File: config.mk
export PLATFORM = sky130hd
export DESIGN_NAME = zebra_solver_flat
export DESIGN_NICKNAME = d
export VERILOG_FILES = /design/src/rtl/zebra_pkg.sv /design/src/rtl/zebra_solver_if.sv /design/src/rtl/perm5_next.sv /design/src/rtl/zebra_solver.sv /design/src/flat_wrapper.sv
export SDC_FILE = /design/constraint.sdc
export NUM_CORES = 1
export LEC_CHECK = 0
export ABC_CLOCK_PERIOD_IN_PS = 10650
export CORE_ASPECT_RATIO = 1.1
export CORE_MARGIN = 2
export CORE_UTILIZATION = 40
export DETAILED_ROUTE_END_ITERATION = 12
export HOLD_SLACK_MARGIN = 0.03
export PLACE_DENSITY = 0.61
export SLEW_MARGIN = 40
export SYNTH_ARGS = -nofsm -noshare
export SYNTH_HDL_FRONTEND = slang
export SYNTH_SLANG_ARGS = --single-unit
File: constraint.sdc
create_clock -name clk -period 10.65 [get_ports clk]
set_input_delay 2.13 -clock clk [delete_from_list [all_inputs] [get_ports clk]]
set_output_delay 2.13 -clock clk [all_outputs]
set_load 0.02 [all_outputs]
File: src/rtl/zebra_pkg.sv
// Shared encodings for the five-house zebra puzzle: attribute keys, permutation constants,
// solver states and the per-level rule check used by the brute-force generator.
package zebra_pkg;

  typedef enum logic [2:0] {
    NatEnglish = 3'd0, NatSpain = 3'd1, NatUkrain = 3'd2, NatNorway = 3'd3, NatJapan = 3'd4
  } nation_key;

  typedef enum logic [2:0] {
    ColRed = 3'd0, ColGreen = 3'd1, ColIvory = 3'd2, ColYellow = 3'd3, ColBlue = 3'd4
  } color_key;

  typedef enum logic [2:0] {
    PetDog = 3'd0, PetSnail = 3'd1, PetFox = 3'd2, PetHorse = 3'd3, PetZebra = 3'd4
  } pet_key;

  typedef enum logic [2:0] {
    DrkCoffee = 3'd0, DrkTea = 3'd1, DrkMilk = 3'd2, DrkJuice = 3'd3, DrkWater = 3'd4
  } drink_key;

  typedef enum logic [2:0] {
    CigOldGold = 3'd0, CigKools = 3'd1, CigChesterfield = 3'd2, CigLucky = 3'd3,
    CigParliament = 3'd4
  } cigg_key;

  // House i holds its symbol in bits [3i+2:3i]; house 0 is the most significant for ordering.
  typedef logic [14:0] perm_t;

  localparam perm_t PermIdentity = 15'o43210;
  localparam perm_t PermLast     = 15'o01234;

  localparam int unsigned NumLevels = 5;

  localparam logic [2:0] LvlNation = 3'd0;
  localparam logic [2:0] LvlColor  = 3'd1;
  localparam logic [2:0] LvlDrink  = 3'd2;
  localparam logic [2:0] LvlCigg   = 3'd3;
  localparam logic [2:0] LvlPet    = 3'd4;

  typedef logic [2:0] state_t;
  localparam state_t StIdle = 3'd0;
  localparam state_t StEval = 3'd1;
  localparam state_t StAdv  = 3'd2;
  localparam state_t StHold = 3'd3;
  localparam state_t StDone = 3'd4;

  function automatic logic [2:0] sym(input perm_t p, input logic [2:0] h);
    return p[3*h +: 3];
  endfunction

  function automatic logic [2:0] pos_of(input perm_t p, input logic [2:0] v);
    logic [2:0] pos;
    pos = 3'd0;
    for (int h = 0; h < 5; h++) begin
      if (p[3*h +: 3] == v) pos = 3'(h);
    end
    return pos;
  endfunction

  function automatic logic adjacent(input logic [2:0] a, input logic [2:0] b);
    return (a + 3'd1 == b) || (b + 3'd1 == a);
  endfunction

  // Only the rules that became decidable at this level; shallower levels already passed.
  function automatic logic level_ok(input logic [2:0] lvl, input perm_t nat, input perm_t col,
                                    input perm_t drk, input perm_t cig, input perm_t pet);
    logic       ok;
    logic [2:0] ivory_pos;
    ok        = 1'b0;
    ivory_pos = pos_of(col, ColIvory);
    case (lvl)
      LvlNation: ok = (sym(nat, 3'd0) == NatNorway);
      LvlColor:  ok = (sym(col, pos_of(nat, NatEnglish)) == ColRed) &&
                      (ivory_pos != 3'd4) &&
                      (pos_of(col, ColGreen) == ivory_pos + 3'd1) &&
                      adjacent(pos_of(nat, NatNorway), pos_of(col, ColBlue));
      LvlDrink:  ok = (sym(drk, pos_of(col, ColGreen)) == DrkCoffee) &&
                      (sym(drk, pos_of(nat, NatUkrain)) == DrkTea) &&
                      (sym(drk, 3'd2) == DrkMilk);
      LvlCigg:   ok = (sym(cig, pos_of(col, ColYellow)) == CigKools) &&
                      (sym(cig, pos_of(drk, DrkJuice)) == CigLucky) &&
                      (sym(cig, pos_of(nat, NatJapan)) == CigParliament);
      LvlPet:    ok = (sym(pet, pos_of(nat, NatSpain)) == PetDog) &&
                      (sym(pet, pos_of(cig, CigOldGold)) == PetSnail) &&
                      adjacent(pos_of(cig, CigChesterfield), pos_of(pet, PetFox)) &&
                      adjacent(pos_of(cig, CigKools), pos_of(pet, PetHorse));
      default:   ok = 1'b0;
    endcase
    return ok;
  endfunction

endpackage

File: src/rtl/zebra_solver_if.sv
// Start/solution stream bundle between a host and the zebra solver.
interface zebra_solver_if;
  import zebra_pkg::*;

  logic       start;
  logic       busy;
  logic       done;
  logic       sol_valid;
  logic       sol_ready;
  perm_t      sol_nation;
  perm_t      sol_color;
  perm_t      sol_pet;
  perm_t      sol_drink;
  perm_t      sol_cigg;
  logic [7:0] sol_count;

  modport master (
    output start, sol_ready,
    input  busy, done, sol_valid, sol_nation, sol_color, sol_pet, sol_drink, sol_cigg, sol_count
  );

  modport slave (
    input  start, sol_ready,
    output busy, done, sol_valid, sol_nation, sol_color, sol_pet, sol_drink, sol_cigg, sol_count
  );
endinterface

File: src/rtl/perm5_next.sv
// Combinational lexicographic successor of a five-symbol permutation (house 0 most significant).
module perm5_next
  import zebra_pkg::*;
(
  input  perm_t perm_i,
  output perm_t perm_o,
  output logic  is_last_o
);

  logic [2:0] a [5];
  logic [2:0] b [5];
  logic [2:0] c [5];
  int         k;
  int         l;

  always_comb begin
    for (int i = 0; i < 5; i++) a[i] = perm_i[3*i +: 3];

    // Pivot: rightmost ascent; swap partner: rightmost larger symbol past the pivot.
    k = 0;
    for (int i = 0; i < 4; i++) begin
      if (a[i] < a[i+1]) k = i;
    end
    l = 0;
    for (int j = 0; j < 5; j++) begin
      if (j > k && a[j] > a[k]) l = j;
    end

    b    = a;
    b[k] = a[l];
    b[l] = a[k];

    c = b;
    for (int j = 0; j < 5; j++) begin
      for (int m = 0; m < 5; m++) begin
        if (j > k && m == k + 5 - j) c[j] = b[m];
      end
    end

    perm_o    = {c[4], c[3], c[2], c[1], c[0]};
    is_last_o = (perm_i == PermLast);
  end

endmodule

File: src/rtl/zebra_solver.sv
// Depth-first, level-pruned enumerator of zebra puzzle grids; emits each full solution on a
// valid/ready stream and reports exhaustion with done.
module zebra_solver
  import zebra_pkg::*;
(
  input logic           clk,
  input logic           rst_n,
  zebra_solver_if.slave bus
);

  state_t                 state_q, state_d;
  logic [2:0]             lvl_q, lvl_d;
  perm_t [NumLevels-1:0]  perm_q, perm_d;
  perm_t                  sol_nation_q, sol_nation_d;
  perm_t                  sol_color_q, sol_color_d;
  perm_t                  sol_pet_q, sol_pet_d;
  perm_t                  sol_drink_q, sol_drink_d;
  perm_t                  sol_cigg_q, sol_cigg_d;
  logic [7:0]             sol_count_q, sol_count_d;

  perm_t cur_perm;
  perm_t next_perm;
  logic  cur_last;
  logic  lvl_pass;

  // Level order is nation, color, drink, cigg, pet.
  assign cur_perm = perm_q[lvl_q];
  assign lvl_pass = level_ok(lvl_q, perm_q[0], perm_q[1], perm_q[2], perm_q[3], perm_q[4]);

  perm5_next u_next (
    .perm_i   (cur_perm),
    .perm_o   (next_perm),
    .is_last_o(cur_last)
  );

  always_comb begin
    state_d      = state_q;
    lvl_d        = lvl_q;
    perm_d       = perm_q;
    sol_nation_d = sol_nation_q;
    sol_color_d  = sol_color_q;
    sol_pet_d    = sol_pet_q;
    sol_drink_d  = sol_drink_q;
    sol_cigg_d   = sol_cigg_q;
    sol_count_d  = sol_count_q;

    case (state_q)
      StIdle, StDone: begin
        if (bus.start) begin
          perm_d      = {NumLevels{PermIdentity}};
          lvl_d       = LvlNation;
          sol_count_d = 8'd0;
          state_d     = StEval;
        end
      end
      StEval: begin
        if (!lvl_pass) begin
          state_d = StAdv;
        end else if (lvl_q == LvlPet) begin
          sol_nation_d = perm_q[0];
          sol_color_d  = perm_q[1];
          sol_drink_d  = perm_q[2];
          sol_cigg_d   = perm_q[3];
          sol_pet_d    = perm_q[4];
          state_d      = StHold;
        end else begin
          lvl_d                  = lvl_q + 3'd1;
          perm_d[lvl_q + 3'd1]   = PermIdentity;
        end
      end
      StAdv: begin
        if (!cur_last) begin
          perm_d[lvl_q] = next_perm;
          state_d       = StEval;
        end else if (lvl_q != LvlNation) begin
          lvl_d = lvl_q - 3'd1;
        end else begin
          state_d = StDone;
        end
      end
      StHold: begin
        if (bus.sol_ready) begin
          if (sol_count_q != 8'hff) sol_count_d = sol_count_q + 8'd1;
          state_d = StAdv;
        end
      end
      default: state_d = StIdle;
    endcase
  end

  always_ff @(posedge clk or negedge rst_n) begin
    if (!rst_n) begin
      state_q      <= StIdle;
      lvl_q        <= LvlNation;
      perm_q       <= '0;
      sol_nation_q <= '0;
      sol_color_q  <= '0;
      sol_pet_q    <= '0;
      sol_drink_q  <= '0;
      sol_cigg_q   <= '0;
      sol_count_q  <= 8'd0;
    end else begin
      state_q      <= state_d;
      lvl_q        <= lvl_d;
      perm_q       <= perm_d;
      sol_nation_q <= sol_nation_d;
      sol_color_q  <= sol_color_d;
      sol_pet_q    <= sol_pet_d;
      sol_drink_q  <= sol_drink_d;
      sol_cigg_q   <= sol_cigg_d;
      sol_count_q  <= sol_count_d;
    end
  end

  // All outputs come from registers, so sol_ready never reaches them combinationally.
  assign bus.busy       = (state_q == StEval) || (state_q == StAdv) || (state_q == StHold);
  assign bus.sol_valid  = (state_q == StHold);
  assign bus.done       = (state_q == StDone);
  assign bus.sol_nation = sol_nation_q;
  assign bus.sol_color  = sol_color_q;
  assign bus.sol_pet    = sol_pet_q;
  assign bus.sol_drink  = sol_drink_q;
  assign bus.sol_cigg   = sol_cigg_q;
  assign bus.sol_count  = sol_count_q;

endmodule

File: src/flat_wrapper.sv
// flat-port wrapper written by rule: the top's interface ports become plain ports
module zebra_solver_flat import zebra_pkg::*;
  (clk, rst_n, bus_start, bus_sol_ready, bus_busy, bus_done, bus_sol_valid, bus_sol_nation, bus_sol_color, bus_sol_pet, bus_sol_drink, bus_sol_cigg, bus_sol_count);
  zebra_solver_if bus_i ();
  input logic clk;
  input logic rst_n;
  input wire logic [$bits(bus_i.start)-1:0] bus_start;
  input wire logic [$bits(bus_i.sol_ready)-1:0] bus_sol_ready;
  output wire logic [$bits(bus_i.busy)-1:0] bus_busy;
  output wire logic [$bits(bus_i.done)-1:0] bus_done;
  output wire logic [$bits(bus_i.sol_valid)-1:0] bus_sol_valid;
  output wire logic [$bits(bus_i.sol_nation)-1:0] bus_sol_nation;
  output wire logic [$bits(bus_i.sol_color)-1:0] bus_sol_color;
  output wire logic [$bits(bus_i.sol_pet)-1:0] bus_sol_pet;
  output wire logic [$bits(bus_i.sol_drink)-1:0] bus_sol_drink;
  output wire logic [$bits(bus_i.sol_cigg)-1:0] bus_sol_cigg;
  output wire logic [$bits(bus_i.sol_count)-1:0] bus_sol_count;
  assign bus_i.start = bus_start;
  assign bus_i.sol_ready = bus_sol_ready;
  assign bus_busy = bus_i.busy;
  assign bus_done = bus_i.done;
  assign bus_sol_valid = bus_i.sol_valid;
  assign bus_sol_nation = bus_i.sol_nation;
  assign bus_sol_color = bus_i.sol_color;
  assign bus_sol_pet = bus_i.sol_pet;
  assign bus_sol_drink = bus_i.sol_drink;
  assign bus_sol_cigg = bus_i.sol_cigg;
  assign bus_sol_count = bus_i.sol_count;
  zebra_solver u_core (.clk(clk), .rst_n(rst_n), .bus(bus_i));
endmodule
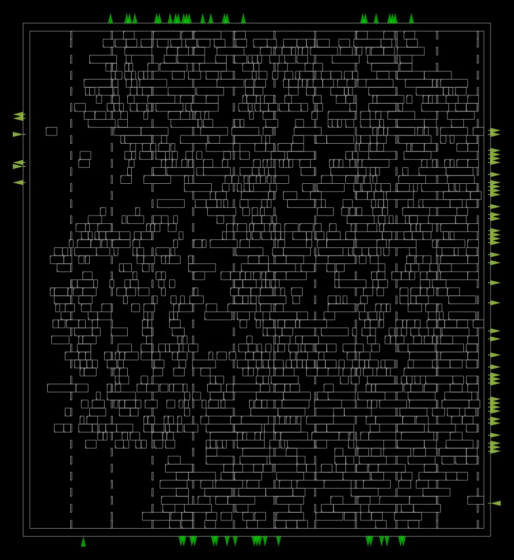
**Above:** placed standard cells.
row count: 62
fill count: 2,436

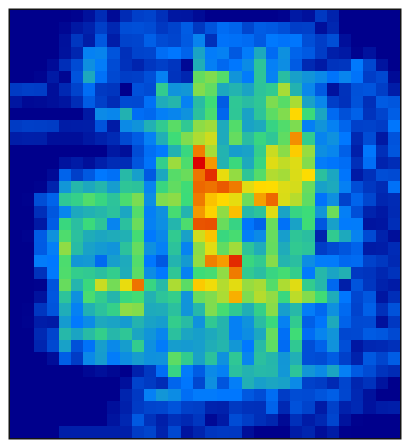
**Above:** routed metal per tile.
The die is cut into 32 by 35 equal tiles; dark blue is low, red is high, scaled to the fullest tile. Values are wire area over tile area, all layers added.
- densest ninth of the die: centre
- nearly empty tiles: 15%
- mean over tiles: 0.24
- fullest tile: 0.92
- emptiest ninth of the die: north-west
Overall Global Routing Usage: 28.6%
routed vias: 9,677
final wirelength: 38.7 mm

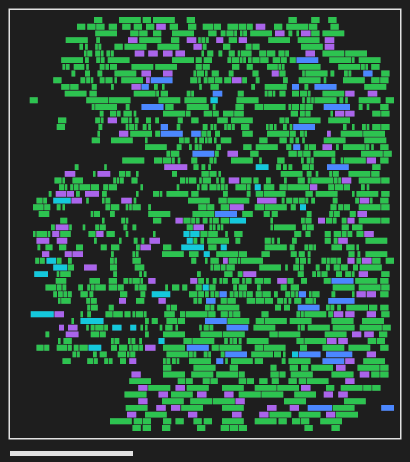
**Above:** cell sizes after repair.
The bar under the picture is 50 um long.
- green: x1 and smaller (cells 983; most used dfrtp_1)
- blue: x6 and larger (cells 33; most used clkbuf_16)
- purple: x2 (cells 114; most used mux2_2)
- cyan: x3 and x4 (cells 24; most used buf_4)
Buffers excl. clock: 101
fin area: 0.0124 mm2

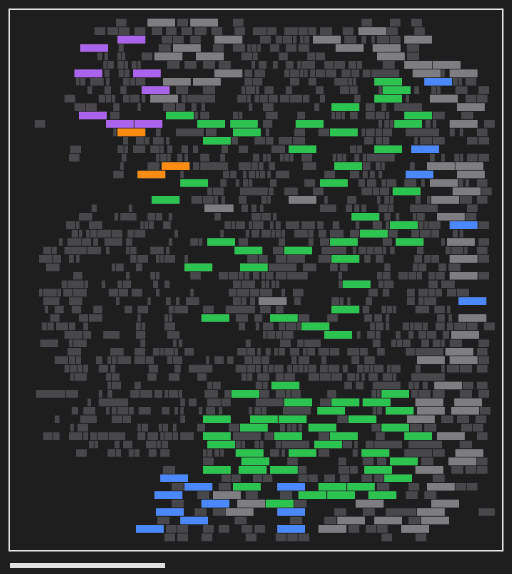
**Above:** sequential cells coloured by netlist name.
The bar under the picture is 50 um long.
- purple: u_core.bus.sol_count (placed flops 8; where north-west)
- green: u_core.perm_q (placed flops 75)
- blue: u_core.bus.sol_drink (placed flops 15)
- orange: u_core.state_q (placed flops 3)
seq pwr: 623 uW
post-layout util: 47.7%
register area: 0.00411 mm2
sequential cell area share: 33.1%

==> results.ini <==
[pwr]
power.share.clock_pct=50.8
p_leak_nw=5.40
p_per_area_mw_per_mm2=105
peakVddDrop_v=0.000106
powerClk_uw=659
power_mw=1.30

[cts]
root_buffer=clkbuf_16
cts_buffers=17
h-tree-depth=4
path_clk_slew_ns=0.07
post_cts_resized=0
clock_latency_ns=0.44

[floorplanning]
chipHeight_um=174
die_w_um=159
io_pins=90
fp_util_pct=40.5

[final_timing]
finalHoldViolCount=0
fin_tns_setup_ns=0
rsz0062_at_grt=false
finalSetupViolCount=0
holdWs_ns=0.477
finalCriticalPeriod_ns=7.59
period_used_pct=71.2

[global_routing]
antenna_found_initial=0
use_met2_pct=43.1
grt_pass1_vias=9241
met1_usage_pct=37.6

[detailed_routing]
ant_nets=0
wl_met2_mm=17.5
wl_met3_mm=3.13
top_layer_used=met4

[yosys]
synthCells=1068
ys_ff=164
netlist_area_mm2=0.0105
async_reset_ff_share_pct=100
synth_cell_types=110
xor_area_share_pct=1.08
ff_type=dfrtp_1
floorplan.nets=1100
ys_seq_share_pct=39.0

[final_layout]
comb_area_share_pct=48.9
clkbuf_count=17
area_growth_pct=17.7
layout.nonclk_buf_share_pct=8.18
dominant_cells=multi-input combinational cells
inverters=40
logic_gate_count=817
layout.nets=1173

[worst_setup_path]
path_class=register to register
critPathArrivalTime_ns=7.88
crit_cells=24
crit_path_start=u_core.lvl_q[1]
r2r_start=u_core.lvl_q[1]
reg2reg_depth=24
crit_end=u_core.perm_q[56]
critPathBufInv=4

[min_path]
whs_path_depth=2
worstHoldEndpoint=u_core.bus.sol_drink[9]
hp-start=u_core.bus.sol_drink[9]

[place]
pre_cts_slack_ns=3.27

[outcome]
status=finished clean

## synthesized netlist by cell type, types with 7 or more instances
master,number,share of area (%)
nand2_1,86,3.1
o22ai_1,8,0.48
xor2_1,7,0.58
nor3_1,41,2.0
mux2_2,67,7.2
or3_1,12,0.71
o21ai_0,66,3.1
ha_1,28,3.3
and3_1,9,0.54
a211oi_1,14,1.0
a31oi_1,19,1.1
inv_1,39,1.4
clkbuf_1,31,1.1
nor3b_1,28,2.0
o32a_1,11,1.0
nand3_1,18,0.86
o31ai_1,9,0.64
nand3b_1,14,1.0
and2_1,7,0.42
nor2_1,74,2.6
a21oi_1,29,1.4
a22o_1,22,1.8
a32o_1,15,1.4
nand4_1,8,0.48
nor2b_1,7,0.42
o2bb2ai_1,10,0.83
a31o_2,8,0.67
dfrtp_1,164,39
mux2i_1,36,3.4
Power is estimated from default activity; no workload was simulated.
